$ cat config.mk
export PLATFORM = sky130hd
export DESIGN_NAME = sccb_init_seq_flat
export DESIGN_NICKNAME = d
export VERILOG_FILES = /design/src/rtl/sccb_bus_if.sv /design/src/rtl/sccb_init_seq.sv /design/src/flat_wrapper.sv
export SDC_FILE = /design/constraint.sdc
export NUM_CORES = 1
export LEC_CHECK = 0
export CAP_MARGIN = 20
export CELL_PAD_IN_SITES_DETAIL_PLACEMENT = 0
export CELL_PAD_IN_SITES_GLOBAL_PLACEMENT = 1
export CORE_ASPECT_RATIO = 1.25
export CORE_MARGIN = 5
export CORE_UTILIZATION = 45
export CTS_CLUSTER_SIZE = 25
export DETAILED_ROUTE_END_ITERATION = 7
export HOLD_SLACK_MARGIN = 0.08
export PLACE_DENSITY = 0.8
export SLEW_MARGIN = 15
export SYNTH_ARGS = -nofsm -noshare
export SYNTH_HDL_FRONTEND = slang
export SYNTH_SLANG_ARGS = --single-unit
$ cat constraint.sdc
create_clock -name sccb_clk -period 5.8 [get_ports sccb_clk]
set_input_delay 0.58 -clock sccb_clk [delete_from_list [all_inputs] [get_ports sccb_clk]]
set_output_delay 0.58 -clock sccb_clk [all_outputs]
set_load 0.01 [all_outputs]
$ cat src/rtl/sccb_bus_if.sv
// sccb_bus_if: command/response bus between the init sequencer (master) and sccb_bridge (slave).
interface sccb_bus_if;
    logic [2:0]  mcmd;
    logic [14:0] maddr;
    logic [7:0]  mdata;
    logic        scmdaccept;
    logic [1:0]  sresp;
    logic [7:0]  sdata;
    modport master (output mcmd, maddr, mdata, input scmdaccept, sresp, sdata);
    modport slave  (input mcmd, maddr, mdata, output scmdaccept, sresp, sdata);
endinterface

$ cat src/rtl/sccb_init_seq.sv
// sccb_init_seq: walks a ROM register-init table into sccb_bridge, then serves one host register port.
module sccb_init_seq #(
    parameter int          AW         = 8,
    parameter int          DELAY_UNIT = 25000,
    parameter logic [23:0] TIMEOUT    = 24'hFFFFFF
) (
    input  logic          sccb_clk,
    input  logic          sccb_reset,
    input  logic          start,
    input  logic [6:0]    dev_id,
    output logic [AW-1:0] tbl_addr,
    input  logic [15:0]   tbl_data,
    sccb_bus_if.master    bus,
    output logic          busy,
    output logic          done,
    output logic          error,
    input  logic          host_req,
    input  logic          host_rd,
    input  logic [7:0]    host_addr,
    input  logic [7:0]    host_wdata,
    output logic          host_ack,
    output logic [7:0]    host_rdata
);
    typedef enum logic [3:0] {
        S_IDLE, S_FETCH, S_DECODE, S_ISSUE, S_WAIT_ACC, S_WAIT_DONE, S_DELAY,
        S_NEXT, S_DONE, S_H_ISSUE, S_H_WAIT_ACC, S_H_WAIT_DONE, S_ERR
    } state_t;

    state_t        r_state, w_next;
    logic [AW-1:0] r_ptr;
    logic [15:0]   r_entry;
    logic          r_hrd, r_cap, r_ack;
    logic [31:0]   r_dly;
    logic [23:0]   r_to;
    logic [2:0]    r_mcmd;
    logic [14:0]   r_maddr;
    logic [7:0]    r_mdata, r_rdata;
    logic          w_wait, w_to;

    assign w_wait = r_state inside {S_WAIT_ACC, S_WAIT_DONE, S_H_WAIT_ACC, S_H_WAIT_DONE};
    assign w_to   = w_wait && (r_to == TIMEOUT - 24'd1);

    always_comb begin
        w_next = r_state;
        case (r_state)
            S_IDLE:        w_next = start ? S_FETCH : S_IDLE;
            S_FETCH:       w_next = S_DECODE;
            S_DECODE:      w_next = (tbl_data[15:8] == 8'hFF) ? S_DONE :
                                    (tbl_data[15:8] != 8'hFE) ? S_ISSUE :
                                    (tbl_data[7:0] == 8'h00)  ? S_NEXT : S_DELAY;
            S_ISSUE:       w_next = S_WAIT_ACC;
            S_WAIT_ACC:    w_next = !bus.scmdaccept ? S_WAIT_DONE : w_to ? S_ERR : S_WAIT_ACC;
            S_WAIT_DONE:   w_next = bus.scmdaccept ? S_NEXT : w_to ? S_ERR : S_WAIT_DONE;
            S_DELAY:       w_next = (r_dly < 32'd2) ? S_NEXT : S_DELAY;
            S_NEXT:        w_next = (r_ptr == {AW{1'b1}}) ? S_DONE : S_FETCH;
            // r_ack masks the request the host has not yet dropped after its ack
            S_DONE:        w_next = start ? S_FETCH : (host_req && !r_ack) ? S_H_ISSUE : S_DONE;
            S_H_ISSUE:     w_next = S_H_WAIT_ACC;
            S_H_WAIT_ACC:  w_next = !bus.scmdaccept ? S_H_WAIT_DONE : w_to ? S_ERR : S_H_WAIT_ACC;
            S_H_WAIT_DONE: w_next = bus.scmdaccept ? S_DONE : w_to ? S_ERR : S_H_WAIT_DONE;
            S_ERR:         w_next = start ? S_FETCH : S_ERR;
            default:       w_next = S_IDLE;
        endcase
    end

    always_ff @(posedge sccb_clk or posedge sccb_reset) begin
        if (sccb_reset) begin
            r_state <= S_IDLE;
            r_ptr   <= '0;
            r_entry <= '0;
            r_hrd   <= 1'b0;
            r_cap   <= 1'b0;
            r_ack   <= 1'b0;
            r_dly   <= '0;
            r_to    <= '0;
            r_mcmd  <= '0;
            r_maddr <= '0;
            r_mdata <= '0;
            r_rdata <= '0;
        end else begin
            r_state <= w_next;
            r_to    <= (w_next == r_state && w_wait) ? r_to + 24'd1 : '0;
            r_ack   <= (r_state == S_H_WAIT_DONE) && (w_next == S_DONE);
            r_cap   <= (r_state == S_H_WAIT_DONE) && (r_cap || bus.sresp == 2'b01);
            if (w_next == S_FETCH)
                r_ptr <= (r_state == S_NEXT) ? r_ptr + AW'(1) : '0;
            if (r_state == S_DECODE) begin
                r_entry <= tbl_data;
                r_dly   <= 32'(tbl_data[7:0]) * 32'(DELAY_UNIT);
            end else if (r_state == S_DELAY)
                r_dly <= r_dly - 32'd1;
            if (r_state == S_DONE && w_next == S_H_ISSUE) begin
                r_entry <= {host_addr, host_wdata};
                r_hrd   <= host_rd;
            end
            // mcmd must drop as soon as the bridge takes the command, or it re-executes it
            if (r_state == S_ISSUE || r_state == S_H_ISSUE) begin
                r_mcmd  <= (r_state == S_H_ISSUE && r_hrd) ? 3'b010 : 3'b001;
                r_maddr <= {dev_id, r_entry[15:8]};
                r_mdata <= r_entry[7:0];
            end else if (w_next inside {S_WAIT_DONE, S_H_WAIT_DONE, S_ERR})
                r_mcmd <= '0;
            if (r_state == S_H_WAIT_DONE && r_hrd && !r_cap && bus.sresp == 2'b01)
                r_rdata <= bus.sdata;
        end
    end

    assign tbl_addr   = r_ptr;
    assign bus.mcmd   = r_mcmd;
    assign bus.maddr  = r_maddr;
    assign bus.mdata  = r_mdata;
    assign busy       = !(r_state inside {S_IDLE, S_DONE, S_ERR});
    assign done       = (r_state == S_DONE);
    assign error      = (r_state == S_ERR);
    assign host_ack   = r_ack;
    assign host_rdata = r_rdata;
endmodule

$ cat src/flat_wrapper.sv
// flat-port wrapper written by rule: the top's interface ports become plain ports
module sccb_init_seq_flat 
#(
    parameter int          AW         = 8,
    parameter int          DELAY_UNIT = 25000,
    parameter logic [23:0] TIMEOUT    = 24'hFFFFFF
)
  (sccb_clk, sccb_reset, start, dev_id, tbl_addr, tbl_data, busy, done, error, host_req, host_rd, host_addr, host_wdata, host_ack, host_rdata, bus_mcmd, bus_maddr, bus_mdata, bus_scmdaccept, bus_sresp, bus_sdata);
  sccb_bus_if bus_i ();
  input  logic sccb_clk;
  input  logic sccb_reset;
  input  logic start;
  input  logic [6:0] dev_id;
  output logic [AW-1:0] tbl_addr;
  input  logic [15:0] tbl_data;
  output logic busy;
  output logic done;
  output logic error;
  input  logic host_req;
  input  logic host_rd;
  input  logic [7:0] host_addr;
  input  logic [7:0] host_wdata;
  output logic host_ack;
  output logic [7:0] host_rdata;
  output wire logic [$bits(bus_i.mcmd)-1:0] bus_mcmd;
  output wire logic [$bits(bus_i.maddr)-1:0] bus_maddr;
  output wire logic [$bits(bus_i.mdata)-1:0] bus_mdata;
  input wire logic [$bits(bus_i.scmdaccept)-1:0] bus_scmdaccept;
  input wire logic [$bits(bus_i.sresp)-1:0] bus_sresp;
  input wire logic [$bits(bus_i.sdata)-1:0] bus_sdata;
  assign bus_mcmd = bus_i.mcmd;
  assign bus_maddr = bus_i.maddr;
  assign bus_mdata = bus_i.mdata;
  assign bus_i.scmdaccept = bus_scmdaccept;
  assign bus_i.sresp = bus_sresp;
  assign bus_i.sdata = bus_sdata;
  sccb_init_seq #(.AW(AW), .DELAY_UNIT(DELAY_UNIT), .TIMEOUT(TIMEOUT)) u_core (.sccb_clk(sccb_clk), .sccb_reset(sccb_reset), .start(start), .dev_id(dev_id), .tbl_addr(tbl_addr), .tbl_data(tbl_data), .bus(bus_i), .busy(busy), .done(done), .error(error), .host_req(host_req), .host_rd(host_rd), .host_addr(host_addr), .host_wdata(host_wdata), .host_ack(host_ack), .host_rdata(host_rdata));
endmodule
==> out/results.txt <==
Seq share, synth: 39.9%
Synth Flop Type: dfrtp_1
cell taking the most area after synthesis: dfrtp_1
total negative slack: 0 ns
Crit-path slowest cell: clkdlybuf4s50_1
DR vias/cell: 5.58
DP Area: 8700 sq um
CTS tree: built
pwr dens: 437 nW/um^2
Final setup viols: 0
synthesized area: 7530 sq um
syn nets: 897
Worst Path Required: 6.11 ns
Worst Tran Pin Value: 0.987 ns
tool warning count: 32
Logic pwr share: 40.4%
RSZ-0062 raised after global routing: false
Cell area leaders: dfrtp_1, ha_1, mux2_2, nor2_1, fa_1
Hold Path Class: flop to flop
row count: 53
Final Cycle Share: 80.7%
total wire length: 18300 microns
CTS Hold Bufs: 0
initial antenna violation count: 1
top-count cell post-synth: dfrtp_1
Crit. End Element: flop
postcts setup bufs: 0
Post-Place Cells: 1064
Slew HR: 34.2%
flip-flops with a built-in enable: 0
Synth Register Bits: 120
DRC: 0
clk ins delay skew pair: 0.41 ns
vias in the first global route: 6058
buffers and inverters on the worst path: 4
maximum root-to-sink buffer count: 2
CTS resizes: 0
internal power: 2580 uW
biggest cell delay along the critical path: 0.60 ns
outcome: finished, final reports clean
Max VDD drop: 245 uV
leakage: 0.00412 uW
crit start category: input port
Yosys Chip Area: 7530 sq um
CP Max Fanout: 6
Max-Cap Viols: 0
CTS Sinks: 120
Crit path arrival time: 4.99 ns
Sequential Power Share: 32.4%
H-tree depth: 4
DRT iter0 DRCs: 414
Synth top cells by count: dfrtp_1, nor2_1, ha_1
Num CTS Buffers: 17
crit-path cells: clkdlybuf4s50_1 > inv_1 > ha_1 > ha_1 > inv_1 > fa_1 > inv_1 > fa_1 > ha_1 > and3_1 > o311a_1 > nor2_1 > a2111oi_0 > a311oi_1 > xnor2_1 > a211oi_1
chip height: 155 microns
Setup CP Type: input port to flop
die width: 126 microns
ys async rst share: 100%
first-pass GRT wire length: 30700 microns
Synth Warn #: 0
Root Driver: clkbuf_16
Area Overhead vs Synth: 23.7%
First-pass DRT Iterations: 5
distinct lib cells: 66
dpl hpwl: 13700 microns
largest net degree at the start of global routing: 70
Layout Nets: 991
Placer Congestion: 0.897
Clk pwr share: 27.2%
clk_skew: 0.00953 ns
ys cells: 769
Die Area: 19400 sq um
Final Hold Fails: 0
clk slew on worst S/H paths: 0.06 ns
layout cells sized above 1: 9.82%
Synth Area per Inst: 9.79 sq um
registers in the layout, indices dropped and copies added (netlist names):
register / count
u_core.r_cap: 1
u_core.r_entry: 16
u_core.tbl_addr: 8
u_core.r_dly: 32
u_core.bus.maddr: 15
u_core.host_rdata: 8
u_core.bus.mcmd: 2
u_core.bus.mdata: 8
u_core.host_ack: 1
u_core.r_hrd: 1
u_core.r_state: 4
u_core.r_to: 24
stage by stage:
step / hold slack [ns] / power [uW] / worst slack, ns
3_5_place_dp: 0.460 / 2980 / 0.726
4_1_cts: 0.476 / 4100 / 1.11
5_1_grt: 0.485 / 4360 / 0.842
3_3_place_gp: 0.452 / 2930 / 0.845
2_1_floorplan: 0.444 / 2410 / 1.72
6_report: 0.473 / 4070 / 1.12
metal layers:
| layer | part of all wire (%) | up-vias | wire, microns | track usage (%) |
|---|---|---|---|---|
| met4 | 1.9 | 0 | 351 | 6.87 |
| met3 | 4.0 | 22 | 726 | 3.90 |
| met1 | 44 | 2980 | 8060 | 24.2 |
| met5 | 0 | - | 0 | 0 |
| li1 | - | 2969 | - | - |
| met2 | 50 | 150 | 9200 | 32.9 |
power by group through the flow:
stage                     registers (uW)  clock network (uW)  logic (uW)
after detailed placement            1330                   0        1650
after global routing                1360                1170        1830
after global placement              1320                   0        1620
final                               1320                1110        1650
after floorplan                     1300                   0        1110
after CTS                           1320                1130        1660
kinds of logic after synthesis:
| family | after synthesis | synth area share, % |
|---|---|---|
| multiplexers | 40 | 5.83 |
| AND-OR/OR-AND | 173 | 15.4 |
| adder cells (fa/ha/maj) | 73 | 13.3 |
| XOR/XNOR | 37 | 4.30 |
| other | 1 | 0.0498 |
| buffers and inverters | 75 | 4.24 |
| AND/OR/NAND/NOR | 250 | 17.0 |
| flip-flops | 120 | 39.9 |
final cells by class:
| class | instances | area (sq um) |
|---|---|---|
| fill | 1473 | 7330 |
| multi-input combinational | 574 | 4220 |
| sequential | 120 | 3000 |
| timing repair buffer | 105 | 1040 |
| clock buffer | 19 | 433 |
| tap | 220 | 275 |
| clock inverter | 13 | 178 |
| inverter | 45 | 171 |
| antenna | 1 | 2.50 |
layout by cell type, fill, tap and decap left out, drive strengths merged, types with 10 or more instances in the layout:
cell / Yosys / routed
o22ai: 15 / 15
inv: 45 / 46
o21ai: 42 / 42
ha: 61 / 61
nor2: 81 / 81
nand4: 12 / 12
fa: 12 / 12
a22o: 10 / 10
nand2: 53 / 53
xnor2: 14 / 14
xor2: 23 / 23
clkbuf: 21 / 19
nand3: 18 / 18
dfrtp: 120 / 120
mux2: 31 / 31
a21o: 12 / 12
and3: 12 / 12
nor3: 22 / 22
a21oi: 42 / 42
clkdlybuf4s50: 0 / 99
worst paths after layout:
path                                    start              endpoint  slack [ns]  cells past startpoint
setup / recovery                  tbl_data[6]      u_core.r_dly[22]        1.12                     16
hold / removal             u_core.r_entry[15]    u_core.r_entry[15]        0.47                      1
setup reg to reg            u_core.r_state[0]     u_core.r_entry[4]        2.30                      9
hold reg to reg            u_core.r_entry[15]    u_core.r_entry[15]        0.47                      1
max in group asynchronous          sccb_reset       u_core.r_to[16]        3.86                      3
min in group asynchronous          sccb_reset  u_core.host_rdata[3]        0.70                      2
Fig. 1: placement view
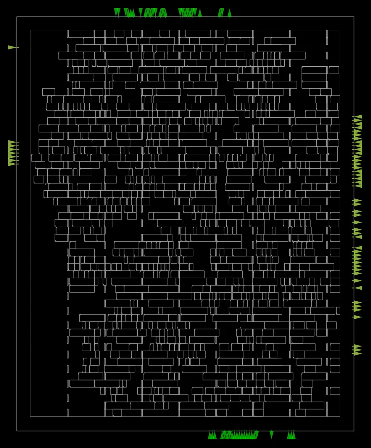
Seq cells: 120
Placeable Area: 16600 sq um
final std cells w/o fill: 1097

Fig. 2: the metal 3 layer
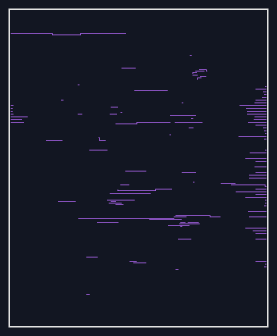
share of all routed wire: 4.0%
longest straight run: 46.7 microns
nets with wire on the layer: 88
met3 global-route usage: 3.90%
via count: 6121

Fig. 3: register map, names as in the netlist
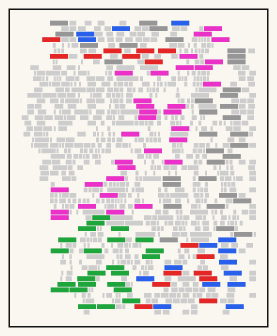
[green] u_core.r_to | flops: 24
[blue] u_core.bus.maddr | flops: 15
[red] u_core.r_entry | flops: 16
[magenta] u_core.r_dly | flops: 32
Flop area: 3000 sq um
Core Util, Final: 56.0%
sequential portion of the cell area: 32.2%
sequential group power: 1320 uW

Fig. 4: routed metal per tile
25 x 31 tiles, from black (low) to pale yellow (high), scaled to the fullest tile. Values are wire area over tile area, all layers added.
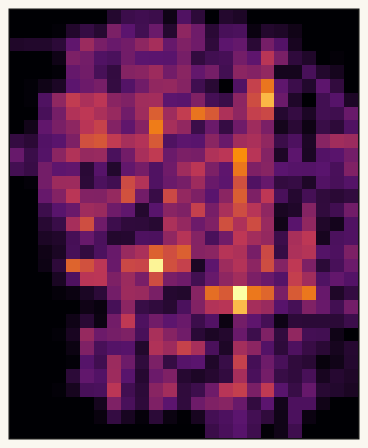
densest ninth of the die: centre
fullest tile: 0.64
nearly empty tiles: 18%
mean over tiles: 0.15
tiles over half the peak: 7.7%
emptiest ninth of the die: lower left
Routed WL per cell: 16.7 microns
total global-route track usage: 19.3%

Fig. 5: port wiring
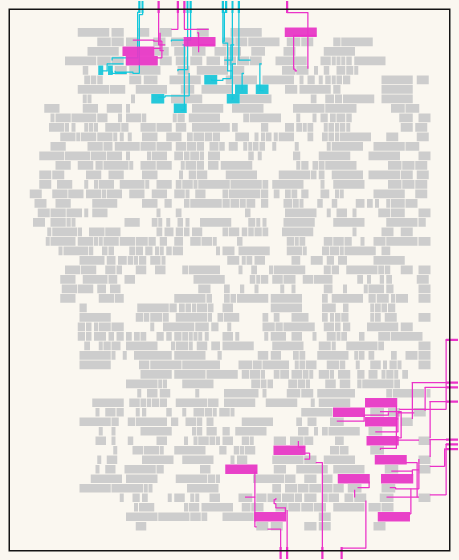
[magenta] bus_maddr | bits: 15 | direction: output | edge: 7 right, 4 top, 4 bottom | end cells: 15 | buffers: 15 | wire: 464 microns
[cyan] host_wdata | bits: 8 | direction: input | edge: top | end cells: 8 | buffers: 8 | wire: 238 microns
count of input and output buffers: 99
IO Pins: 101

Power figures rest on the tool's default switching activity, not on a simulated workload.
